### config.mk
export PLATFORM = sky130hd
export DESIGN_NAME = control_sequencer_flat
export DESIGN_NICKNAME = d
export VERILOG_FILES = /design/src/rtl/cpu_defs_pkg.sv /design/src/rtl/control_sequencer_if.sv /design/src/rtl/op_class_decode.sv /design/src/rtl/control_sequencer.sv /design/src/flat_wrapper.sv
export SDC_FILE = /design/constraint.sdc
export NUM_CORES = 1
export LEC_CHECK = 0
export CORE_MARGIN = 10
export CORE_UTILIZATION = 35
export CTS_CLUSTER_SIZE = 16
export DETAILED_ROUTE_END_ITERATION = 8
export MAX_ROUTING_LAYER = met4
export PLACE_DENSITY = 0.88
export REMOVE_ABC_BUFFERS = 1
export SLEW_MARGIN = 20
export SYNTH_ARGS = -nofsm -noshare
export SYNTH_HDL_FRONTEND = slang
export SYNTH_SLANG_ARGS = --single-unit
### constraint.sdc
create_clock -name Clock -period 2.53 [get_ports Clock]
set_input_delay 0.759 -clock Clock [delete_from_list [all_inputs] [get_ports Clock]]
set_output_delay 0.759 -clock Clock [all_outputs]
set_load 0.005 [all_outputs]
### src/rtl/cpu_defs_pkg.sv
// Shared definitions for the single-bus CPU control sequencer: opcodes,
// sequencer states, opcode classes and IR field positions.
package cpu_defs_pkg;

   localparam logic [4:0] OP_ADD  = 5'b00011;
   localparam logic [4:0] OP_SUB  = 5'b00100;
   localparam logic [4:0] OP_SHR  = 5'b00101;
   localparam logic [4:0] OP_SHL  = 5'b00110;
   localparam logic [4:0] OP_ROR  = 5'b00111;
   localparam logic [4:0] OP_ROL  = 5'b01000;
   localparam logic [4:0] OP_AND  = 5'b01001;
   localparam logic [4:0] OP_OR   = 5'b01010;
   localparam logic [4:0] OP_ADDI = 5'b01011;
   localparam logic [4:0] OP_ANDI = 5'b01100;
   localparam logic [4:0] OP_ORI  = 5'b01101;
   localparam logic [4:0] OP_MUL  = 5'b01110;
   localparam logic [4:0] OP_DIV  = 5'b01111;
   localparam logic [4:0] OP_NEG  = 5'b10000;
   localparam logic [4:0] OP_NOT  = 5'b10001;
   localparam logic [4:0] OP_NOP  = 5'b11010;
   localparam logic [4:0] OP_HALT = 5'b11011;

   localparam int OPC_MSB = 31;
   localparam int OPC_LSB = 27;
   localparam int RA_MSB  = 26;
   localparam int RA_LSB  = 23;
   localparam int RB_MSB  = 22;
   localparam int RB_LSB  = 19;
   localparam int RC_MSB  = 18;
   localparam int RC_LSB  = 15;
   localparam int C_MSB   = 18;
   localparam int C_LSB   = 0;

   typedef enum logic [3:0] {
      ST_RESET,
      ST_F0,
      ST_F1,
      ST_F2,
      ST_T3,
      ST_T4,
      ST_T5,
      ST_T6,
      ST_PAUSED,
      ST_HALTED
   } state_e;

   typedef enum logic [2:0] {
      CL_ALU3,
      CL_IMM,
      CL_UNARY,
      CL_MULDIV,
      CL_NOP,
      CL_HALT,
      CL_ILLEGAL
   } op_class_e;

   function automatic logic [4:0] opcode_of(input logic [31:0] ir);
      return ir[OPC_MSB:OPC_LSB];
   endfunction

endpackage

### src/rtl/control_sequencer_if.sv
// Strobe/status bundle between the control sequencer (master) and the
// single-bus datapath (slave).
interface control_sequencer_if #(
   parameter int INSTR_CNT_W = 16
);
   logic [31:0]            IR;
   logic                   Mem_ready;
   logic                   Stop;

   logic                   PCout, MDRout, ZHighout, Zlowout, HIout, LOout, Cout;
   logic                   Gra, Grb, Grc, Rin, Rout;
   logic                   PCin, MARin, MDRin, IRin, Yin, ZHighIn, ZLowIn, HIin, LOin;
   logic                   IncPC, Read;
   logic [4:0]             alu_op;
   logic                   Run;
   logic                   Illegal;
   logic [INSTR_CNT_W-1:0] instr_count;

   modport master (
      input  IR, Mem_ready, Stop,
      output PCout, MDRout, ZHighout, Zlowout, HIout, LOout, Cout,
      output Gra, Grb, Grc, Rin, Rout,
      output PCin, MARin, MDRin, IRin, Yin, ZHighIn, ZLowIn, HIin, LOin,
      output IncPC, Read, alu_op, Run, Illegal, instr_count
   );

   modport slave (
      output IR, Mem_ready, Stop,
      input  PCout, MDRout, ZHighout, Zlowout, HIout, LOout, Cout,
      input  Gra, Grb, Grc, Rin, Rout,
      input  PCin, MARin, MDRin, IRin, Yin, ZHighIn, ZLowIn, HIin, LOin,
      input  IncPC, Read, alu_op, Run, Illegal, instr_count
   );

endinterface

### src/rtl/op_class_decode.sv
// Combinational opcode classifier; anything not listed is illegal.
module op_class_decode
   import cpu_defs_pkg::*;
(
   input  logic [4:0] opcode,
   output op_class_e  op_class
);

   always_comb begin
      op_class = CL_ILLEGAL;
      case (opcode)
         OP_ADD, OP_SUB, OP_SHR, OP_SHL,
         OP_ROR, OP_ROL, OP_AND, OP_OR:   op_class = CL_ALU3;
         OP_ADDI, OP_ANDI, OP_ORI:        op_class = CL_IMM;
         OP_MUL, OP_DIV:                  op_class = CL_MULDIV;
         OP_NEG, OP_NOT:                  op_class = CL_UNARY;
         OP_NOP:                          op_class = CL_NOP;
         OP_HALT:                         op_class = CL_HALT;
         default:                         op_class = CL_ILLEGAL;
      endcase
   end

endmodule

### src/rtl/control_sequencer.sv
// Hardwired Moore micro-sequencer: fetch, decode and per-class execute
// strobes for the single-bus datapath, with pause, halt and retire count.
module control_sequencer
   import cpu_defs_pkg::*;
#(
   parameter int INSTR_CNT_W = 16
) (
   input logic                 Clock,
   input logic                 Clear,
   control_sequencer_if.master bus
);

   state_e                 state_q, state_d;
   logic                   waited_q, waited_d;
   logic [INSTR_CNT_W-1:0] count_q;
   logic                   illegal_q;
   logic [4:0]             opcode;
   op_class_e              op_class;
   logic                   last_step;
   logic                   unused_ir;

   assign opcode    = opcode_of(bus.IR);
   assign unused_ir = ^bus.IR[RA_MSB:C_LSB];

   op_class_decode u_decode (
      .opcode   (opcode),
      .op_class (op_class)
   );

   // Final state of the instruction: the edge leaving it retires it.
   always_comb begin
      last_step = 1'b0;
      case (state_q)
         ST_F2:   last_step = (op_class == CL_NOP) || (op_class == CL_ILLEGAL);
         ST_T4:   last_step = (op_class == CL_UNARY);
         ST_T5:   last_step = (op_class == CL_ALU3) || (op_class == CL_IMM);
         ST_T6:   last_step = 1'b1;
         default: last_step = 1'b0;
      endcase
   end

   always_ff @(posedge Clock or negedge Clear) begin
      if (!Clear) begin
         state_q   <= ST_RESET;
         waited_q  <= 1'b0;
         count_q   <= '0;
         illegal_q <= 1'b0;
      end else begin
         state_q  <= state_d;
         waited_q <= waited_d;
         if (last_step)
            count_q <= count_q + 1'b1;
         if (state_q == ST_F2 && op_class == CL_ILLEGAL)
            illegal_q <= 1'b1;
      end
   end

   assign bus.instr_count = count_q;
   assign bus.Illegal     = illegal_q;

   always_comb begin
      state_d      = state_q;
      waited_d     = 1'b0;
      bus.PCout    = 1'b0;
      bus.MDRout   = 1'b0;
      bus.ZHighout = 1'b0;
      bus.Zlowout  = 1'b0;
      bus.HIout    = 1'b0;
      bus.LOout    = 1'b0;
      bus.Cout     = 1'b0;
      bus.Gra      = 1'b0;
      bus.Grb      = 1'b0;
      bus.Grc      = 1'b0;
      bus.Rin      = 1'b0;
      bus.Rout     = 1'b0;
      bus.PCin     = 1'b0;
      bus.MARin    = 1'b0;
      bus.MDRin    = 1'b0;
      bus.IRin     = 1'b0;
      bus.Yin      = 1'b0;
      bus.ZHighIn  = 1'b0;
      bus.ZLowIn   = 1'b0;
      bus.HIin     = 1'b0;
      bus.LOin     = 1'b0;
      bus.IncPC    = 1'b0;
      bus.Read     = 1'b0;
      bus.alu_op   = 5'd0;
      bus.Run      = 1'b0;

      case (state_q)
         ST_RESET: state_d = ST_F0;
         ST_F0: begin
            bus.Run    = 1'b1;
            bus.PCout  = 1'b1;
            bus.MARin  = 1'b1;
            bus.IncPC  = 1'b1;
            bus.ZLowIn = 1'b1;
            state_d    = ST_F1;
         end
         ST_F1: begin
            bus.Run     = 1'b1;
            bus.Zlowout = 1'b1;
            bus.PCin    = !waited_q;
            bus.Read    = 1'b1;
            bus.MDRin   = 1'b1;
            waited_d    = !bus.Mem_ready;
            state_d     = bus.Mem_ready ? ST_F2 : ST_F1;
         end
         ST_F2: begin
            bus.Run    = 1'b1;
            bus.MDRout = 1'b1;
            bus.IRin   = 1'b1;
            state_d    = (op_class == CL_HALT) ? ST_HALTED : ST_T3;
         end
         ST_T3: begin
            bus.Run = 1'b1;
            bus.Rout = 1'b1;
            state_d  = ST_T4;
            case (op_class)
               CL_UNARY: begin
                  bus.Grb    = 1'b1;
                  bus.ZLowIn = 1'b1;
                  bus.alu_op = opcode;
               end
               CL_MULDIV: begin
                  bus.Gra = 1'b1;
                  bus.Yin = 1'b1;
               end
               default: begin
                  bus.Grb = 1'b1;
                  bus.Yin = 1'b1;
               end
            endcase
         end
         ST_T4: begin
            bus.Run = 1'b1;
            state_d = ST_T5;
            case (op_class)
               CL_UNARY: begin
                  bus.Zlowout = 1'b1;
                  bus.Gra     = 1'b1;
                  bus.Rin     = 1'b1;
               end
               CL_IMM: begin
                  bus.Cout   = 1'b1;
                  bus.ZLowIn = 1'b1;
                  bus.alu_op = opcode;
               end
               CL_MULDIV: begin
                  bus.Grb     = 1'b1;
                  bus.Rout    = 1'b1;
                  bus.ZHighIn = 1'b1;
                  bus.ZLowIn  = 1'b1;
                  bus.alu_op  = opcode;
               end
               default: begin
                  bus.Grc    = 1'b1;
                  bus.Rout   = 1'b1;
                  bus.ZLowIn = 1'b1;
                  bus.alu_op = opcode;
               end
            endcase
         end
         ST_T5: begin
            bus.Run     = 1'b1;
            bus.Zlowout = 1'b1;
            state_d     = ST_T6;
            if (op_class == CL_MULDIV) begin
               bus.LOin = 1'b1;
            end else begin
               bus.Gra = 1'b1;
               bus.Rin = 1'b1;
            end
         end
         ST_T6: begin
            bus.Run      = 1'b1;
            bus.ZHighout = 1'b1;
            bus.HIin     = 1'b1;
         end
         ST_PAUSED: state_d = bus.Stop ? ST_PAUSED : ST_F0;
         ST_HALTED: state_d = ST_HALTED;
         default:   state_d = ST_RESET;
      endcase

      // Stop is only honoured at an instruction boundary.
      if (last_step)
         state_d = bus.Stop ? ST_PAUSED : ST_F0;
   end

endmodule

### src/flat_wrapper.sv
// flat-port wrapper written by rule: the top's interface ports become plain ports
module control_sequencer_flat import cpu_defs_pkg::*;
#(
   parameter int INSTR_CNT_W = 16
)
  (Clock, Clear, bus_IR, bus_Mem_ready, bus_Stop, bus_PCout, bus_MDRout, bus_ZHighout, bus_Zlowout, bus_HIout, bus_LOout, bus_Cout, bus_Gra, bus_Grb, bus_Grc, bus_Rin, bus_Rout, bus_PCin, bus_MARin, bus_MDRin, bus_IRin, bus_Yin, bus_ZHighIn, bus_ZLowIn, bus_HIin, bus_LOin, bus_IncPC, bus_Read, bus_alu_op, bus_Run, bus_Illegal, bus_instr_count);
  control_sequencer_if #(.INSTR_CNT_W(INSTR_CNT_W)) bus_i ();
  input logic Clock;
  input logic Clear;
  input wire logic [$bits(bus_i.IR)-1:0] bus_IR;
  input wire logic [$bits(bus_i.Mem_ready)-1:0] bus_Mem_ready;
  input wire logic [$bits(bus_i.Stop)-1:0] bus_Stop;
  output wire logic [$bits(bus_i.PCout)-1:0] bus_PCout;
  output wire logic [$bits(bus_i.MDRout)-1:0] bus_MDRout;
  output wire logic [$bits(bus_i.ZHighout)-1:0] bus_ZHighout;
  output wire logic [$bits(bus_i.Zlowout)-1:0] bus_Zlowout;
  output wire logic [$bits(bus_i.HIout)-1:0] bus_HIout;
  output wire logic [$bits(bus_i.LOout)-1:0] bus_LOout;
  output wire logic [$bits(bus_i.Cout)-1:0] bus_Cout;
  output wire logic [$bits(bus_i.Gra)-1:0] bus_Gra;
  output wire logic [$bits(bus_i.Grb)-1:0] bus_Grb;
  output wire logic [$bits(bus_i.Grc)-1:0] bus_Grc;
  output wire logic [$bits(bus_i.Rin)-1:0] bus_Rin;
  output wire logic [$bits(bus_i.Rout)-1:0] bus_Rout;
  output wire logic [$bits(bus_i.PCin)-1:0] bus_PCin;
  output wire logic [$bits(bus_i.MARin)-1:0] bus_MARin;
  output wire logic [$bits(bus_i.MDRin)-1:0] bus_MDRin;
  output wire logic [$bits(bus_i.IRin)-1:0] bus_IRin;
  output wire logic [$bits(bus_i.Yin)-1:0] bus_Yin;
  output wire logic [$bits(bus_i.ZHighIn)-1:0] bus_ZHighIn;
  output wire logic [$bits(bus_i.ZLowIn)-1:0] bus_ZLowIn;
  output wire logic [$bits(bus_i.HIin)-1:0] bus_HIin;
  output wire logic [$bits(bus_i.LOin)-1:0] bus_LOin;
  output wire logic [$bits(bus_i.IncPC)-1:0] bus_IncPC;
  output wire logic [$bits(bus_i.Read)-1:0] bus_Read;
  output wire logic [$bits(bus_i.alu_op)-1:0] bus_alu_op;
  output wire logic [$bits(bus_i.Run)-1:0] bus_Run;
  output wire logic [$bits(bus_i.Illegal)-1:0] bus_Illegal;
  output wire logic [$bits(bus_i.instr_count)-1:0] bus_instr_count;
  assign bus_i.IR = bus_IR;
  assign bus_i.Mem_ready = bus_Mem_ready;
  assign bus_i.Stop = bus_Stop;
  assign bus_PCout = bus_i.PCout;
  assign bus_MDRout = bus_i.MDRout;
  assign bus_ZHighout = bus_i.ZHighout;
  assign bus_Zlowout = bus_i.Zlowout;
  assign bus_HIout = bus_i.HIout;
  assign bus_LOout = bus_i.LOout;
  assign bus_Cout = bus_i.Cout;
  assign bus_Gra = bus_i.Gra;
  assign bus_Grb = bus_i.Grb;
  assign bus_Grc = bus_i.Grc;
  assign bus_Rin = bus_i.Rin;
  assign bus_Rout = bus_i.Rout;
  assign bus_PCin = bus_i.PCin;
  assign bus_MARin = bus_i.MARin;
  assign bus_MDRin = bus_i.MDRin;
  assign bus_IRin = bus_i.IRin;
  assign bus_Yin = bus_i.Yin;
  assign bus_ZHighIn = bus_i.ZHighIn;
  assign bus_ZLowIn = bus_i.ZLowIn;
  assign bus_HIin = bus_i.HIin;
  assign bus_LOin = bus_i.LOin;
  assign bus_IncPC = bus_i.IncPC;
  assign bus_Read = bus_i.Read;
  assign bus_alu_op = bus_i.alu_op;
  assign bus_Run = bus_i.Run;
  assign bus_Illegal = bus_i.Illegal;
  assign bus_instr_count = bus_i.instr_count;
  control_sequencer #(.INSTR_CNT_W(INSTR_CNT_W)) u_core (.Clock(Clock), .Clear(Clear), .bus(bus_i));
endmodule
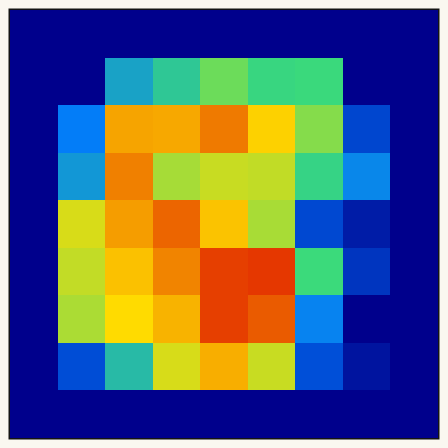
run_1/density.png
The die is cut into 9 by 9 equal tiles; dark blue is low, red is high, 0 to 100% covered.
The densest ninth of the die: middle. 21% of the tiles are over 75% full. The mean over all tiles is 33%. The emptiest ninth of the die: bottom right. 43% of the tiles are nearly empty.
starting utilization of the core area: 37.11%
core region area: 4086 sq um
utilization after layout: 60.69%

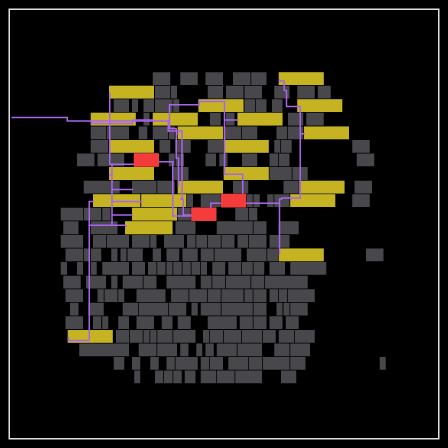
run_1/clock_map.png
cells driving clock nets: marked red, count 3. clock wires: marked purple, length 302 um. flip-flops: marked yellow, count 22.
There are 4 routed clock nets.
share of total power in the clock network: 11.8%
clock latency at the later pin of the worst-skew pair: 0.26 ns

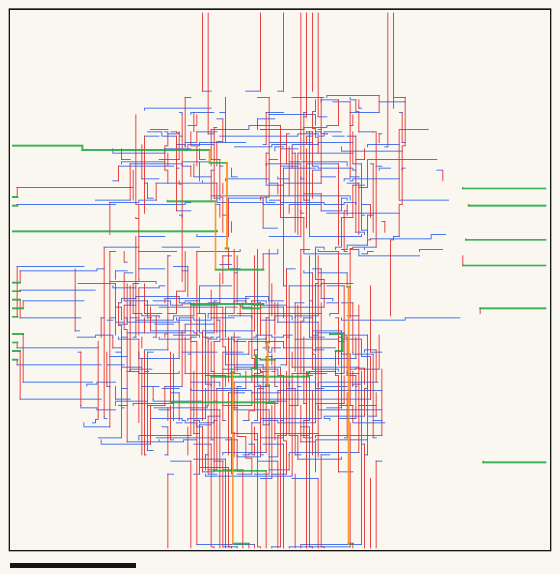
run_1/metal_stack.png
Bar = 20 um.
met4: marked orange, wire length 101 um. met3: marked green, wire length 236 um. met1: marked blue, wire length 1870 um. met2: marked red, wire length 2710 um.
All-Layer GR Usage: 13.10%
routed length per placed instance: 16.78 um

run 1: area by class of cell:
cell class	instances	share of cell area [%]
flip-flops and latches	22	22.30
multi-input cells	121	38.65
clock buffers	4	2.220
well taps	50	2.523
inverters	6	0.9082
repair buffers	90	33.40
run 1: registers in the layout (all words and copies together), names as in the netlist:
name	count
u_core.state_q	4
u_core.bus.Illegal	1
u_core.bus.instr_count	16
u_core.waited_q	1
run 1: stage by stage:
step	utilization [%]	area (sq um)	hold WS [ns]
floorplan	-	1404	0.4582
global placement	54.01	2207	0.4496
detailed placement	54.01	2207	0.4658
CTS	58.82	2404	0.4769
global route	60.69	2480	0.5035
finish	60.69	2480	0.4719
run 1: per-layer routing:
layer	up-vias	part of all wire, %	global-route usage (%)
li1	715	-	-
met3	12	4.8	3.217
met1	735	38	13.68
met2	43	55	23.57
met5	-	0	-
met4	0	2.1	4.192
run 1: power breakdown:
group,switching [mW],leakage (nW),internal (mW)
combinational,0.603,0.831,0.735
sequential,0.0938,0.284,0.443
clock,0.113,0.0288,0.139
total,0.810,1.14,1.32
run 1: critical path: cells and delay by family:
kind                   cells  cell delay (ns)
AND/OR/NAND/NOR            1             0.57
AND-OR/OR-AND              1             0.14
buffers and inverters      3             0.42
run 1: cell families after synthesis:
logic type | Yosys count | share of synthesized area (%)
and+or+nand+nor | 77 | 30.69
buffers and inverters | 24 | 9.158
DFF | 22 | 36.30
AOI/OAI and AO/OA | 20 | 10.15
xor gates and xnor gates | 19 | 10.97
muxes | 2 | 1.650
adders and majority gates | 1 | 0.8250
other | 1 | 0.2473
run 1: what timing repair did:
action / in CTS / in global routing
endpoints found under the setup margin: 28 / 18
resized: 107 / 17
buffers inserted: 12 / 1
pin swaps: 16 / 8
hold endpoints to repair: 0 / 0
==> results.txt, run 1 <==
Update from the flow run.

The run finished, with violations left. The final reports fail on negative setup slack. From the final report, the count of setup violators was given as 13. The total placed cells including tap cells is 277. The post-synthesis area per instance is roughly 9.1 sq um.

Endpoints failing hold in the final report were tallied at 0. The first global-routing pass estimated roughly 7.7 mm of wire. The count of TritonRoute iterations in the first routing pass is 4.

In this run, post-CTS hold repair placed 0 buffers. After layout, the design draws a total of 2.127 mW. The final timing report gives a worst setup slack of -0.1190 ns. Per the post-synthesis report, the number of cells in the design is 166. The total wire length after detailed routing is a little under 5 mm.

According to the Yosys statistics, the synthesized design has a chip area of 1516 sq um. The area taken by multi-input logic gates is ~960 sq um. The worst hold path class is reg -> reg. TritonCTS built the clock tree.

Between clock sinks in the finished design, the worst skew comes to 0.001676 ns. The worst slack after detailed placement is -0.9735 ns. The critical path data arrival time is between 1.5 and 2 ns.

The final total negative setup slack is -0.8178 ns. The kind of capture point of the worst setup path is a primary output. Yosys reports that the most numerous cell types are dfrtp_1 (22), nor2_1 (18), xnor2_1 (16). The sink of the worst hold path is u_core.bus.Illegal. Warnings raised by the tools during the run amount to 54. Setup repair after global routing could not meet its margin everywhere.

In the routed layout, each cell is associated on average with a via count of 5.137. Post-synth the commonest register cell is dfrtp_1. In this run the number of H-tree levels came out at 1. Summed over all layers, the global routing overflow is 0.
==> run 1 -> run 2 <==
- CAP_MARGIN: unset -> 20
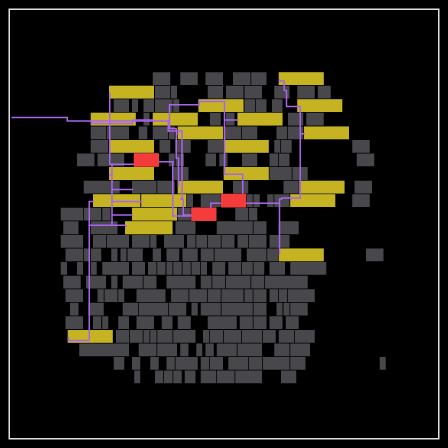
run_2/clock_map.png
clock wires: marked purple, length 302 um. cells driving clock nets: marked red, count 3. flip-flops: marked yellow, count 22.
There are 4 routed clock nets.
worst clock skew on the final layout: 0.001676 ns
Clock group: 0.251 mW

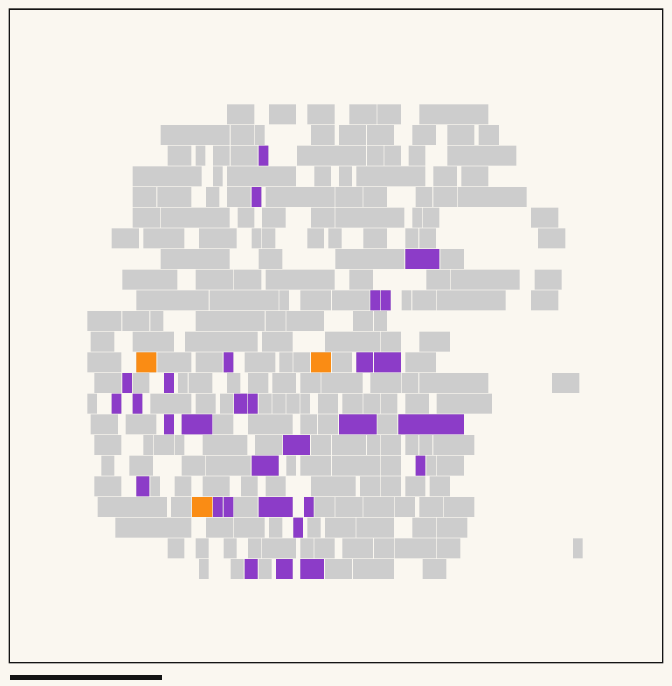
run_2/gate_families.png
Bar = 20 um.
NOR gates: marked purple, cells 30, most used nor2_1. AND-OR and OR-AND gates: marked orange, cells 3, most used o21a_1.
most frequent logic cell in the layout: clkdlybuf4s50_1
final non-filler cell total: 293

==> run 2 against run 1 <==
Compared with the run above: the run still ends with negative setup slack left; clock power about the same; sequential cell count unchanged; register-to-register slack about the same; synthesized cell count unchanged; maximum frequency unchanged; utilization unchanged; sequential share of layout area unchanged; routed wire length unchanged; global-route usage unchanged; via count unchanged; first-iteration DRC count unchanged; critical endpoint unchanged; largest cell class unchanged; largest power group unchanged.
==> results.txt, run 2 <==
Update from the flow run.

Final hold analysis gives a worst-case slack of 0.4719 ns. For this run, the share of the core covered by cells in the final layout is about three fifths. The post-route standard cell area excluding fillers is around 2500 sq um.

The total placed cells including tap cells is 277. The count of TritonRoute iterations in the first routing pass is 4. Routing resource usage on met1 recorded by global route was 13.68%. The global routing usage on met3 is 3.217%. The routed length on met3 is between 200 and 250 um. The layer carrying the most global-route usage is met2. The dominant kind of combinational cell is simple AND/OR/NAND/NOR gates.

The clock insertion delay at the later pin of the skew report is between 0.2 and 0.3 ns. The total count of hold-check failures in the final report is 0. Across all setup checks in the final design, the least slack found is -0.1190 ns. The cell area after placement is 2207 sq um. The global-route usage over all layers is 13.10%. The final reports fail on negative setup slack. For this sky-water flow run, the detailed-routed wirelength per cell is reported as 16.78 um. For this block, wires on met1 add up to 1.872 mm.

The synthesized netlist devotes between 30% and 40% of its cell area to simple gates. The run finished, with violations left. Ranked by instance count, the synthesized netlist is headed by dfrtp_1 (22), nor2_1 (18), xnor2_1 (16). The stat command in Yosys gives a chip area of 1516 sq um. The overall power consumption is 2.127 mW. The post-synthesis share of cell area spent on full adders, half adders and majority gates is 0.8251%. The final setup violation count is 13.

The sum of overflow across all layers after global routing is 0. The register with the most flip-flops in the layout has 16 of them. For met2 alone, demand over resource in global routing was 23.57%. The worst hold path terminates at u_core.bus.Illegal. The post-synthesis area per instance is 9.135 sq um.

The core region is 4086 sq um.
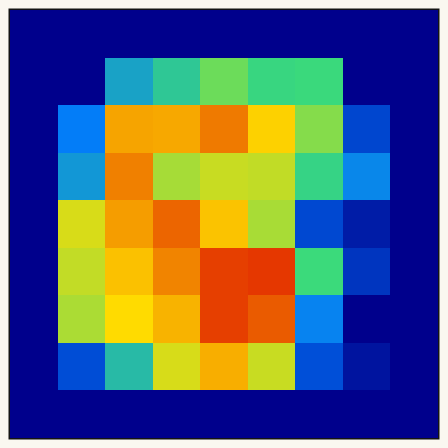
run_2/density.png
The die is cut into 9 by 9 equal tiles; dark blue is low, red is high, 0 to 100% covered.
The mean over all tiles is 33%. 21% of the tiles are over 75% full. The densest ninth of the die: middle. The fullest tile reaches 94%.

-- run 2: cell counts after synthesis --
Identical to the previous run, type by type.
-- run 2: worst max-delay path by stage --
| stage | startpoint | end | slack, ns | cells past startpoint |
|---|---|---|---|---|
| after floorplan | bus_IR[30] | bus_Zlowout | 0.11 | 4 |
| after global placement | bus_IR[31] | bus_Zlowout | -0.89 | 6 |
| after detailed placement | bus_IR[30] | bus_ZLowIn | -0.97 | 7 |
| after CTS | bus_IR[29] | bus_ZLowIn | -0.15 | 8 |
| after global routing | bus_IR[30] | bus_ZLowIn | -0.17 | 8 |
| final | bus_IR[30] | bus_Rin | -0.12 | 5 |
-- run 2: repair_timing --
action | 4_1_cts | 5_1_grt
setup buffers | 12 | 1
pin swaps | 16 | 8
resized | 107 | 17
endpoints found under the hold margin | 0 | 0
setup endpoints to repair | 28 | 18
gates cloned | 0 | 0
-- run 2: critical path, cell delays in order --
cell     delay [ns]
buf_8          0.10
or4b_4         0.57
buf_6          0.16
o22ai_2        0.14
buf_2          0.16
-- run 2: final cells by class --
type                    instances  area, sq um
fillers                       336         1607
multi-input cells             121        958.4
repair buffers                 90        828.3
flip-flops and latches         22        553.0
well taps                      50        62.56
clock buffers                   4        55.05
inverters                       6        22.52
-- run 2: where the power goes --
group | switching, mW | internal (mW) | total [mW]
Combinational | 0.603 | 0.735 | 1.34
Sequential | 0.0938 | 0.443 | 0.537
Clock | 0.113 | 0.139 | 0.251
Total | 0.810 | 1.32 | 2.13
-- run 2: cell families after synthesis --
kind of cell,Yosys count
adder cells (fa/ha/maj),1
other,1
XOR/XNOR,19
AND/OR/NAND/NOR,77
multiplexers,2
buffers and inverters,24
flip-flops,22
AND-OR/OR-AND,20
==> run 2 -> run 3 <==
- CTS_CLUSTER_SIZE: 16 -> unset
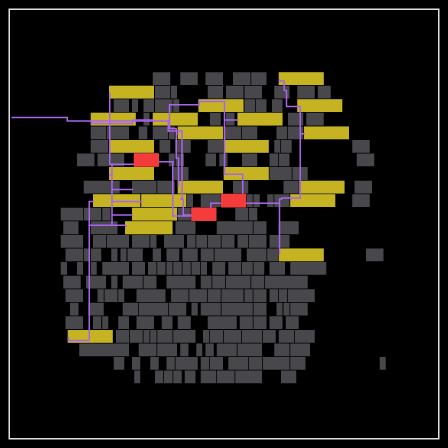
run_3/clock_map.png
cells driving clock nets: marked red, count 3. flip-flops: marked yellow, count 22. clock wires: marked purple, length 302 um.
There are 4 routed clock nets.

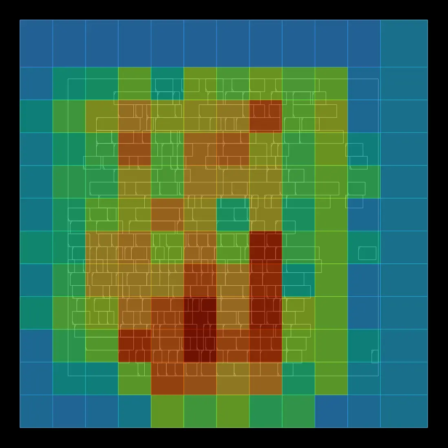
run_3/final_congestion.png
Global Route met1 Usage: 13.68%
met3 track utilization from global routing: 3.217%

==> run 3 against run 2 <==
Compared with the run above: the run still ends with negative setup slack left; die size unchanged; critical path depth unchanged; maximum frequency unchanged; critical path type unchanged; hold slack unchanged; setup slack unchanged; highest routed layer unchanged; largest cell class unchanged.
==> results.txt, run 3 <==
Update from the flow run.

The number of OpenROAD warnings is 54. The finished cells cover 2480 sq um. The mean number of vias per cell is ~5.1.

TritonCTS built the clock tree. The hold buffer count at CTS is 0. The worst slack after detailed placement is -0.9735 ns.

Wires add up to between 4 and 5 mm. Global routing used 13.10% of the available tracks across all layers. The register with the most flip-flops in the layout has 16 of them. The final reports fail on negative setup slack. The final setup violation count is 13.

The first detailed-routing pass ran for 4 iterations. For the worst-skew pair, the clock arrives at the later sink with an insertion delay of 0.26 ns. After synthesis, the most frequently instantiated cells are dfrtp_1 (22), nor2_1 (18), xnor2_1 (16). The critical path launch point is bus_IR[30]. The most common logic cell in the routed design is clkdlybuf4s50_1.

Averaged over all synthesized cells, the footprint is 9.135 sq um. The largest stage delay on the critical path is 0.57 ns. Synthesis handed over a netlist of 166 instances. In this run the number of H-tree levels came out at 1. The detailed placer reported the number of placed instances as 277.

The critical path contains buffers and inverters numbering 3 combined. Once routing completed, OpenROAD measured the worst setup slack at -0.1190 ns. The tightest hold path in the finished design has a slack of ~0.47 ns. The run finished, with violations left. Setup repair after global routing could not meet its margin everywhere. The switching power of the nets is 0.8095 mW. The worst setup path is captured at a primary output. The critical path runs through a total of 5 cells. The area recorded from the Yosys report for this design is 1516 sq um.

The min-delay analysis places its worst path in the category reg -> reg. The final report lists a non-filler cell total of 293. The global-route wire length before repair is 7.721 mm.
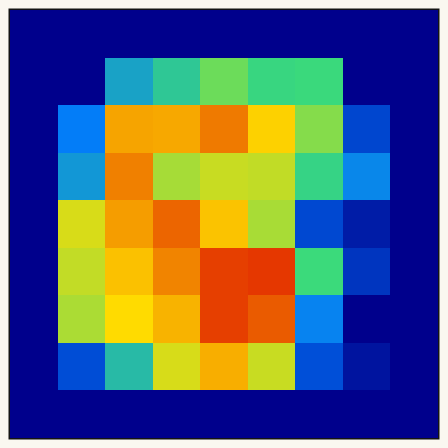
run_3/density.png
The die is cut into 9 by 9 equal tiles; dark blue is low, red is high, 0 to 100% covered.
21% of the tiles are over 75% full. The emptiest ninth of the die: bottom right. 43% of the tiles are nearly empty. The densest ninth of the die: middle.

run 3: cell counts after synthesis:
Identical to the previous run, type by type.
run 3: layout make-up:
cell class | count | area [sq um] | share of cell area [%]
multi-input combinational | 121 | 958.4 | 38.65
timing repair buffer | 90 | 828.3 | 33.40
sequential | 22 | 553.0 | 22.30
tap | 50 | 62.56 | 2.523
clock buffer | 4 | 55.05 | 2.220
inverter | 6 | 22.52 | 0.9082
run 3: cells by family after synthesis:
logic type,Yosys count,share of synthesized area [%]
xor+xnor,19,10.97
buf+inv,24,9.158
fa+ha+maj,1,0.8250
flops,22,36.30
compound gates,20,10.15
other cells,1,0.2473
simple gates,77,30.69
mux,2,1.650
run 3: timing repair:
| item | in CTS | in global routing |
|---|---|---|
| pin swaps | 16 | 8 |
| cloned | 0 | 0 |
| setup endpoints to repair | 28 | 18 |
| buffers inserted | 12 | 1 |
| resized | 107 | 17 |
run 3: final timing paths:
check	to	slack (ns)
hold reg to reg	u_core.bus.Illegal	0.47
setup reg to reg	u_core.bus.instr_count[15]	0.39
min in group asynchronous	u_core.bus.instr_count[10]	0.85
setup / recovery	bus_Rin	-0.12
max in group asynchronous	u_core.state_q[1]	1.43
hold / removal	u_core.bus.Illegal	0.47
run 3: power by group through the flow:
stage	clock, mW	combinational [mW]	sequential (mW)
after global placement	0	1.25	0.536
after detailed placement	0	1.27	0.540
after global routing	0.276	1.44	0.555
after floorplan	0	0.490	0.586
final	0.251	1.34	0.537
after CTS	0.259	1.28	0.536
run 3: metal layers:
metal / GRT usage (%) / part of all wire (%) / vias up
li1: - / - / 715
met1: 13.68 / 38 / 735
met2: 23.57 / 55 / 43
met3: 3.217 / 4.8 / 12
met4: 4.192 / 2.1 / 0
met5: - / 0 / -
No activity file was given, so power comes from the tool's default toggle rates.
